File: src/rtl/nx_packer_pkg.sv
// Shared types and constants for the Nexus outbound stream packer.
// Pulled in with import nx_packer_pkg::*.
package nx_packer_pkg;

  localparam int         MSG_WIDTH = 32;
  localparam logic [7:0] KEEP_FULL = 8'hFF;
  localparam logic [7:0] KEEP_HALF = 8'h0F;

  typedef enum logic [1:0] {
    EMPTY = 2'd0,
    HALF  = 2'd1,
    SEND  = 2'd2
  } state_e;

  // The first-received message always occupies the low slot of a beat.
  function automatic logic [2*MSG_WIDTH-1:0] pack_beat(
    input logic [MSG_WIDTH-1:0] hi,
    input logic [MSG_WIDTH-1:0] lo
  );
    return {hi, lo};
  endfunction

endpackage

File: src/rtl/nx_stream_packer.sv
// Packs pairs of 32-bit messages into 64-bit AXI4-stream beats; lone messages go out as half beats.
// Define NX_PACKER_TIMEOUT_EN to add the FLUSH_CYCLES idle timeout on a held lone message.
module nx_stream_packer
  import nx_packer_pkg::*;
#(
  parameter int AXI4_DATA_WIDTH = 64,
  parameter int AXI4_STRB_WIDTH = AXI4_DATA_WIDTH / 8,
  parameter int AXI4_ID_WIDTH   = 1,
  parameter int FLUSH_CYCLES    = 16
) (
  input  logic                       clk_i,
  input  logic                       rst_i,
  input  logic [MSG_WIDTH-1:0]       msg_data_i,
  input  logic                       msg_valid_i,
  output logic                       msg_ready_o,
  input  logic                       flush_i,
  output logic [AXI4_DATA_WIDTH-1:0] outbound_tdata,
  output logic [AXI4_STRB_WIDTH-1:0] outbound_tkeep,
  output logic [AXI4_STRB_WIDTH-1:0] outbound_tstrb,
  output logic [AXI4_ID_WIDTH-1:0]   outbound_tid,
  output logic                       outbound_tlast,
  output logic                       outbound_tvalid,
  input  logic                       outbound_tready,
  output logic                       status_pending_o
);

  if (AXI4_DATA_WIDTH != 2 * MSG_WIDTH) begin : g_bad_width
    $error("nx_stream_packer: AXI4_DATA_WIDTH must be 64");
  end

`ifdef NX_PACKER_TIMEOUT_EN
  if (FLUSH_CYCLES < 1) begin : g_bad_flush
    $error("nx_stream_packer: FLUSH_CYCLES must be >= 1");
  end

  localparam int TIMER_W = $clog2(FLUSH_CYCLES + 1);

  logic [TIMER_W-1:0] timer_q, timer_d;
  logic               timeout;

  assign timeout = (timer_q == TIMER_W'(FLUSH_CYCLES - 1));
`endif

  state_e                     state_q, state_d;
  logic [MSG_WIDTH-1:0]       lo_q, lo_d;
  logic [AXI4_DATA_WIDTH-1:0] beat_q, beat_d;
  logic [AXI4_STRB_WIDTH-1:0] keep_q, keep_d;
  logic                       accept;
  logic                       half_exit;

  // Ready depends only on state and tready, never on msg_valid_i.
  assign msg_ready_o = (state_q != SEND) || outbound_tready;
  assign accept      = msg_valid_i && msg_ready_o;

`ifdef NX_PACKER_TIMEOUT_EN
  assign half_exit = flush_i || timeout;
`else
  assign half_exit = flush_i;
`endif

  always_comb begin
    state_d = state_q;
    lo_d    = lo_q;
    beat_d  = beat_q;
    keep_d  = keep_q;
`ifdef NX_PACKER_TIMEOUT_EN
    timer_d = timer_q;
`endif
    unique case (state_q)
      EMPTY: begin
        if (accept) begin
          lo_d    = msg_data_i;
          state_d = HALF;
`ifdef NX_PACKER_TIMEOUT_EN
          timer_d = '0;
`endif
        end
      end
      HALF: begin
        // A second message always beats a flush or timeout in the same cycle.
        if (accept) begin
          beat_d  = pack_beat(msg_data_i, lo_q);
          keep_d  = KEEP_FULL;
          state_d = SEND;
        end else if (half_exit) begin
          beat_d  = pack_beat('0, lo_q);
          keep_d  = KEEP_HALF;
          state_d = SEND;
        end
`ifdef NX_PACKER_TIMEOUT_EN
        else begin
          timer_d = timer_q + 1'b1;
        end
`endif
      end
      SEND: begin
        if (outbound_tready) begin
          if (accept) begin
            lo_d    = msg_data_i;
            state_d = HALF;
`ifdef NX_PACKER_TIMEOUT_EN
            timer_d = '0;
`endif
          end else begin
            state_d = EMPTY;
          end
        end
      end
      default: state_d = EMPTY;
    endcase
  end

  always_ff @(posedge clk_i) begin
    if (rst_i) begin
      state_q <= EMPTY;
      lo_q    <= '0;
      beat_q  <= '0;
      keep_q  <= '0;
`ifdef NX_PACKER_TIMEOUT_EN
      timer_q <= '0;
`endif
    end else begin
      state_q <= state_d;
      lo_q    <= lo_d;
      beat_q  <= beat_d;
      keep_q  <= keep_d;
`ifdef NX_PACKER_TIMEOUT_EN
      timer_q <= timer_d;
`endif
    end
  end

  assign outbound_tvalid  = (state_q == SEND);
  assign outbound_tdata   = beat_q;
  assign outbound_tkeep   = outbound_tvalid ? keep_q : '0;
  assign outbound_tstrb   = outbound_tkeep;
  assign outbound_tid     = '0;
  assign outbound_tlast   = 1'b1;
  assign status_pending_o = (state_q == HALF);

endmodule

File: config.mk
export PLATFORM = sky130hd
export DESIGN_NAME = nx_stream_packer
export DESIGN_NICKNAME = d
export VERILOG_FILES = /design/src/rtl/nx_packer_pkg.sv /design/src/rtl/nx_stream_packer.sv
export SDC_FILE = /design/constraint.sdc
export NUM_CORES = 1
export LEC_CHECK = 0
export CAP_MARGIN = 20
export CELL_PAD_IN_SITES_DETAIL_PLACEMENT = 1
export CELL_PAD_IN_SITES_GLOBAL_PLACEMENT = 2
export CORE_AREA = 2 2 132 134
export CTS_BUF_LIST = sky130_fd_sc_hd__clkbuf_16
export CTS_CLUSTER_DIAMETER = 200
export DETAILED_ROUTE_END_ITERATION = 8
export DIE_AREA = 0 0 134 136
export PLACE_DENSITY_LB_ADDON = 0.1
export SLEW_MARGIN = 20
export SYNTH_ARGS = -nofsm -noshare
export SYNTH_HDL_FRONTEND = slang
export SYNTH_SLANG_ARGS = --single-unit
File: constraint.sdc
create_clock -name clk_i -period 1.1 [get_ports clk_i]
set_input_delay 0.11 -clock clk_i [delete_from_list [all_inputs] [get_ports clk_i]]
set_output_delay 0.11 -clock clk_i [all_outputs]
set_load 0.02 [all_outputs]
Run 1, PDN straps and rails:
Scale bar: 50 um. Pins as bars on the die edge.
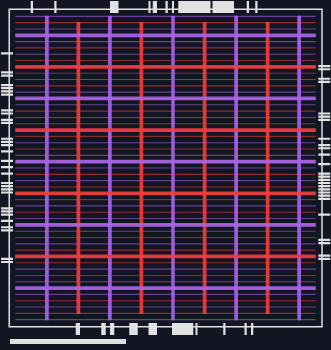
Key: red = VDD; purple = VSS
9 straps on met5. 9 straps on met4. The core has 48 rows. 122 signal pins sit on the boundary. 49 met1 rails follow the rows.
height of the die: 136 um
Die Wd: 134 um
largest vdd supply drop: 0.000722 V
core area: 16,900 um2

Run 1, placed cells, one color a class:
Fill, decap, tap and diode cells in gray.
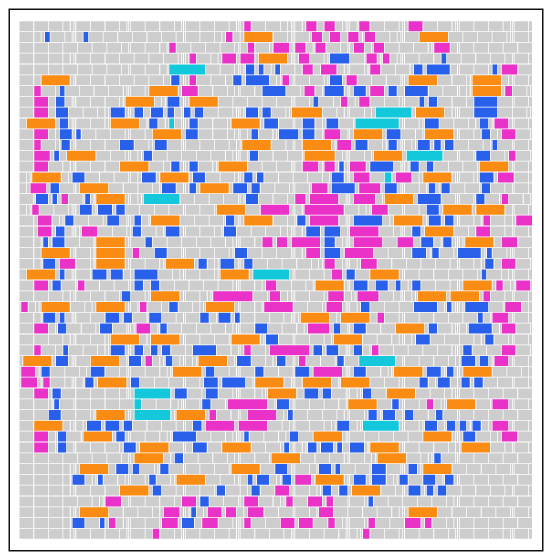
Key: cyan = clock drivers and dummy loads [cells 13, share of their area 4.5%]; magenta = remaining buffers and delay cells [cells 159, share of their area 26%]; blue = combinational and other logic [cells 278, share of their area 36%]; orange = sequential cells [cells 100, share of their area 34%]
final core occ: 37.0%
FP Rows: 48
flop share of the area: 32.1%
Non-Filler Cell Area, Final: 6250 um2

Run 1, clock network drawn from the DEF:
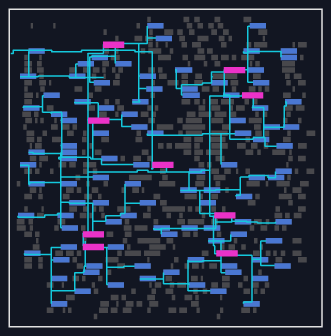
Key: blue = flip-flops [count 100]; magenta = clock drivers [count 9]; cyan = clock wires [length 1,470 um]
Position of the flops: all over the die.
share of total power in the clock network: 37.2%
insertion delay to the later sink of the worst-skew pair: 0.35 ns

Run 1, routed metal, one color a layer:
Scale bar: 50 um. Two of the layers only.
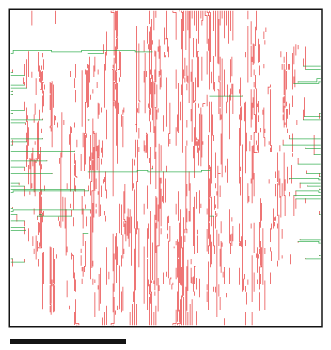
Key: green = metal 3 [wire length 624 um]; red = metal 2 [wire length 6,510 um]
Vias: 3,389
overall routed net length: 12,900 um
Tot GR Track Use: 14.7%

==> results.txt, run 1 <==
Physical implementation status

The share of layout cells above drive strength 1 stands at 37.5%. According to the timing report, the critical path is captured at outbound_tdata[18]$_SDFFE_PP0P_. STA lists the startpoint of the worst register-to-register path as state_q[1]$_SDFFE_PP0P_. Per the detail_route report, vias per standard cell equal 4.37.

In this run the cell area of the synthesized design comes to 4130 um2. The detail route stage leaves a number of antenna-violating nets equal to 0. Between clock sinks in the finished design, the worst skew comes to 0.00825 ns. In the post-synthesis netlist, the biggest area contributors are sky130_fd_sc_hd__dfxtp_1 48%, sky130_fd_sc_hd__nand2b_1 9.8%, sky130_fd_sc_hd__mux2i_1 7.8%. RePlAce ended its routability-driven mode at a weighted congestion of 0.711. In the global route stage, met1 resource usage came out at 17.8%. After synthesis, the most frequently instantiated cells are 100 x sky130_fd_sc_hd__dfxtp_1, 65 x sky130_fd_sc_hd__nand2b_1, 49 x sky130_fd_sc_hd__o21ai_0.

Counting the warning lines in the Yosys log gives 0. In the synthesized netlist, the number of instances is 427. The worst hold margin stands at 0.237 ns. The area fraction in and, or, nand and nor cells stands at 16.7%. The met3 global-route usage stands at 3.65%. The multi-input combinational cell area stands at 1990 um2.

Total power for the finished layout comes to 8.27 mW. For this run, design rule violations remaining after detail routing come to 0. Yosys shows that the main logic family after synthesis is simple AND/OR/NAND/NOR gates. Sequential elements use 48.5% of the synthesized area. The sequential cell area stands at 2000 um2. At the worst endpoint, the arrival time is 1.63 ns. The smallest setup slack after layout stands at -0.244 ns. Per the placement log, port buffering inserted 119 buffers.

The global route stage reports its total congestion overflow as 0. The wire length of the first global-routing pass stands at 20,200 um. The period utilization stands at 122%. The worst path buffer plus inverter count stands at 5.

The quantity of hold-fixing buffers added after cts stands at 0. The routed design uses 6510 um of met2 wire. Entering global routing, the biggest net connects 53 pins. The compound-gate portion of the synthesized area stands at 15.7%. Static timing analysis puts the maximum clock frequency at 744 MHz. The final reports fail on setup timing. The number of library cell types mapped by synthesis stands at 28. In this run, post-CTS repair resized a total of 378 instances.

For this run, the final setup violation count is recorded as 118. The count of final max-slew check failures stands at 0. In this run the static leakage power is 2.46 nW. Per the CTS log, the buffer count on the longest clock path is 2. In this run the full chip footprint comes out at 18,200 um2. Per the timing report, the most critical flop-to-flop path finishes at outbound_tdata[18]$_SDFFE_PP0P_.

OpenSTA lists the critical path startpoint as state_q[1]$_SDFFE_PP0P_. STA puts the critical path data required time at 1.38 ns. Before placement the cells fill 24.5% of the core. The fraction of the mapped netlist area in adder cells stands at 0%. Per the hold report, the tightest min-delay path originates at rst_i. The run finished, with violations left. The number of cells on the worst hold path is listed as 3. Detailed-route iteration 0 reported a violation count of 42.
run 1: flip-flops by register name (all words and copies together), names as in the netlist:
signal,count
outbound_tdata,64
lo_q,32
keep_q,2
state_q,2
run 1: power by group:
part / leakage [nW] / switching [mW] / internal [mW]
Sequential: 0.815 / 0.0594 / 3.78
Clock: 0.134 / 1.37 / 1.71
Combinational: 1.51 / 0.693 / 0.656
run 1: layout make-up:
type	count	share of cell area [%]
Timing Repair Buffer	159	25.2
Multi-Input combinational cell	244	31.9
Tap cell	225	4.50
Clock buffer	9	3.60
Clock inverter	4	0.701
Sequential cell	100	32.1
Inverter	34	2.08
run 1: through the flow:
step | instances | area [um2]
floorplan | 427 | 4150
finish | 775 | 6250
global route | 775 | 6250
detailed placement | 747 | 5590
global placement | 747 | 5590
CTS | 778 | 6330
## Run 2: what changed since run 1
CTS_CLUSTER_SIZE = 25   (was not set)
Run 2, the clock network:
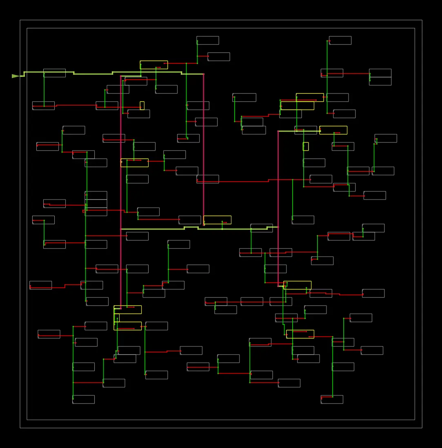
Setup Skew: 0.00825 ns
number of clock buffer instances in the layout: 9
total clock buffers created by CTS: 9
clock network power: 3.08 mW
number of sequential cells: 100

==> results.txt, run 2 <==
Physical implementation status

The final design instance area without fill stands at 6250 um2 (unchanged). The switching power of the nets was 2.12 mW (unchanged). The number of gates resized after CTS came to 378 (unchanged).

The via count was 3,389 (unchanged). The area fraction in and, or, nand and nor cells is 16.7% (unchanged). The effective utilization at floorplan stands at 24.5% (unchanged).

The critical path arrival stands at 1.63 ns (about the same). The wire length on met2 stands at 6510 um (unchanged). The compound-gate portion of the synthesized area stands at 15.7% (unchanged). The cell area after synthesis is 4130 um2 (unchanged). The met1 usage is 17.8% (unchanged). The post-synthesis instance total came to 427 (unchanged).

The leftover overflow at the end of global routing was 0 (unchanged). The global routing usage summed across all routing layers was 14.7% (unchanged). The via-per-instance ratio came to 4.37 (unchanged).

The placed standard-cell area came to 5590 um2 (unchanged). The sequential-to-total area share from yosys stat was 48.5% (unchanged). The post-route core utilization was 37.0% (unchanged).

The count of yosys warnings during synthesis stands at 0 (unchanged). The clock network latency to the later pin of the worst-skew pair stands at 0.35 ns (about the same). The wire length of the first global-routing pass was 20,200 um (unchanged). The total power stands at 8.27 mW (unchanged). Per report_power, the top consumer among the power groups is sequential cells.

The sequential-cell power consumption stands at 3.84 mW (about the same). The DRC violation total after the first TritonRoute iteration stands at 42 (unchanged). The die span in y stands at 136 um (unchanged). The total wire length after detailed routing is 12,900 um (unchanged). The flip-flop count of the largest register, all copies and words added stands at 64 (unchanged).

The quantity of hold-fixing buffers added after cts stands at 0 (unchanged). The number of library cell types mapped by synthesis stands at 28 (unchanged). The met3 global-route usage stands at 3.65% (unchanged). The worst path buffer plus inverter count stands at 5 (unchanged). The count of final max-slew check failures is 0 (unchanged). The sequential fraction of design power stands at 46.4% (about the same).

The flow ran to the end, but the final reports show violations. The synthesis run shows the most used standard cells to be 100 x sky130_fd_sc_hd__dfxtp_1, 65 x sky130_fd_sc_hd__nand2b_1, 49 x sky130_fd_sc_hd__o21ai_0. The portion of total power attributed to the clock network stands at 37.2% (about the same).

The pin count of the biggest net entering global routing is 53 (unchanged). The static leakage is 2.46 nW (unchanged). The data required time of the critical path stands at 1.38 ns (about the same). The number of synthesized register bits stands at 100. The number of antenna violations at the first check in global routing stands at 0. Among logic cells in the layout, the one with the most instances is sky130_fd_sc_hd__dfxtp_1. The die width came to 134 um (unchanged).

The smallest setup slack after layout stands at -0.244 ns (unchanged). The final reports fail on setup timing. The DRC violations left is 0 (unchanged). The number of core rows stands at 48 (unchanged).

The total internal power stands at 6.15 mW (unchanged). The worst hold margin stands at 0.237 ns (unchanged). The power dissipated in combinational cells stands at 1.35 mW (about the same).

The share of layout cells above drive strength 1 was 37.5% (unchanged). The period utilization stands at 122% (unchanged). The antenna violation net count after detailed routing is 0 (unchanged).

The number of buffers on the longest clock path stands at 2 (unchanged). The placed instance count stands at 747 (unchanged). The number of failing setup endpoints in the final timing report came to 118 (unchanged).

The final timing report derives a shortest allowable period of 1.34 ns. The part of the power in combinational logic came to 16.3% (about the same). The placeable core region stands at 16,900 um2 (unchanged). The fraction of the mapped netlist area in adder cells is 0% (unchanged).

The synthesis report lists the most area-consuming cells as sky130_fd_sc_hd__dfxtp_1 48%, sky130_fd_sc_hd__nand2b_1 9.8%, sky130_fd_sc_hd__mux2i_1 7.8%.
run 2: cell counts in the layout (fill, tap and decap cells not counted):
No cell type changed its count.
run 2: final cells by class:
cell class	count	area [um2]
clock inverters	4	43.8
inverters	34	130
fillers	1855	10600
clock buffers	9	225
well taps	225	282
flip-flops and latches	100	2000
repair buffers	159	1570
multi-input cells	244	1990
run 2: final timing paths:
kind	startpoint	end	slack (ns)	depth (start not counted)
worst max-delay path	state_q[1]$_SDFFE_PP0P_	outbound_tdata[18]$_SDFFE_PP0P_	-0.24	8
worst min-delay path	rst_i	state_q[1]$_SDFFE_PP0P_	0.24	3
worst max register to register	state_q[1]$_SDFFE_PP0P_	outbound_tdata[18]$_SDFFE_PP0P_	-0.24	8
worst min register to register	outbound_tdata[44]$_SDFFE_PP0P_	outbound_tdata[44]$_SDFFE_PP0P_	0.48	2
Power is estimated from default activity; no workload was simulated.
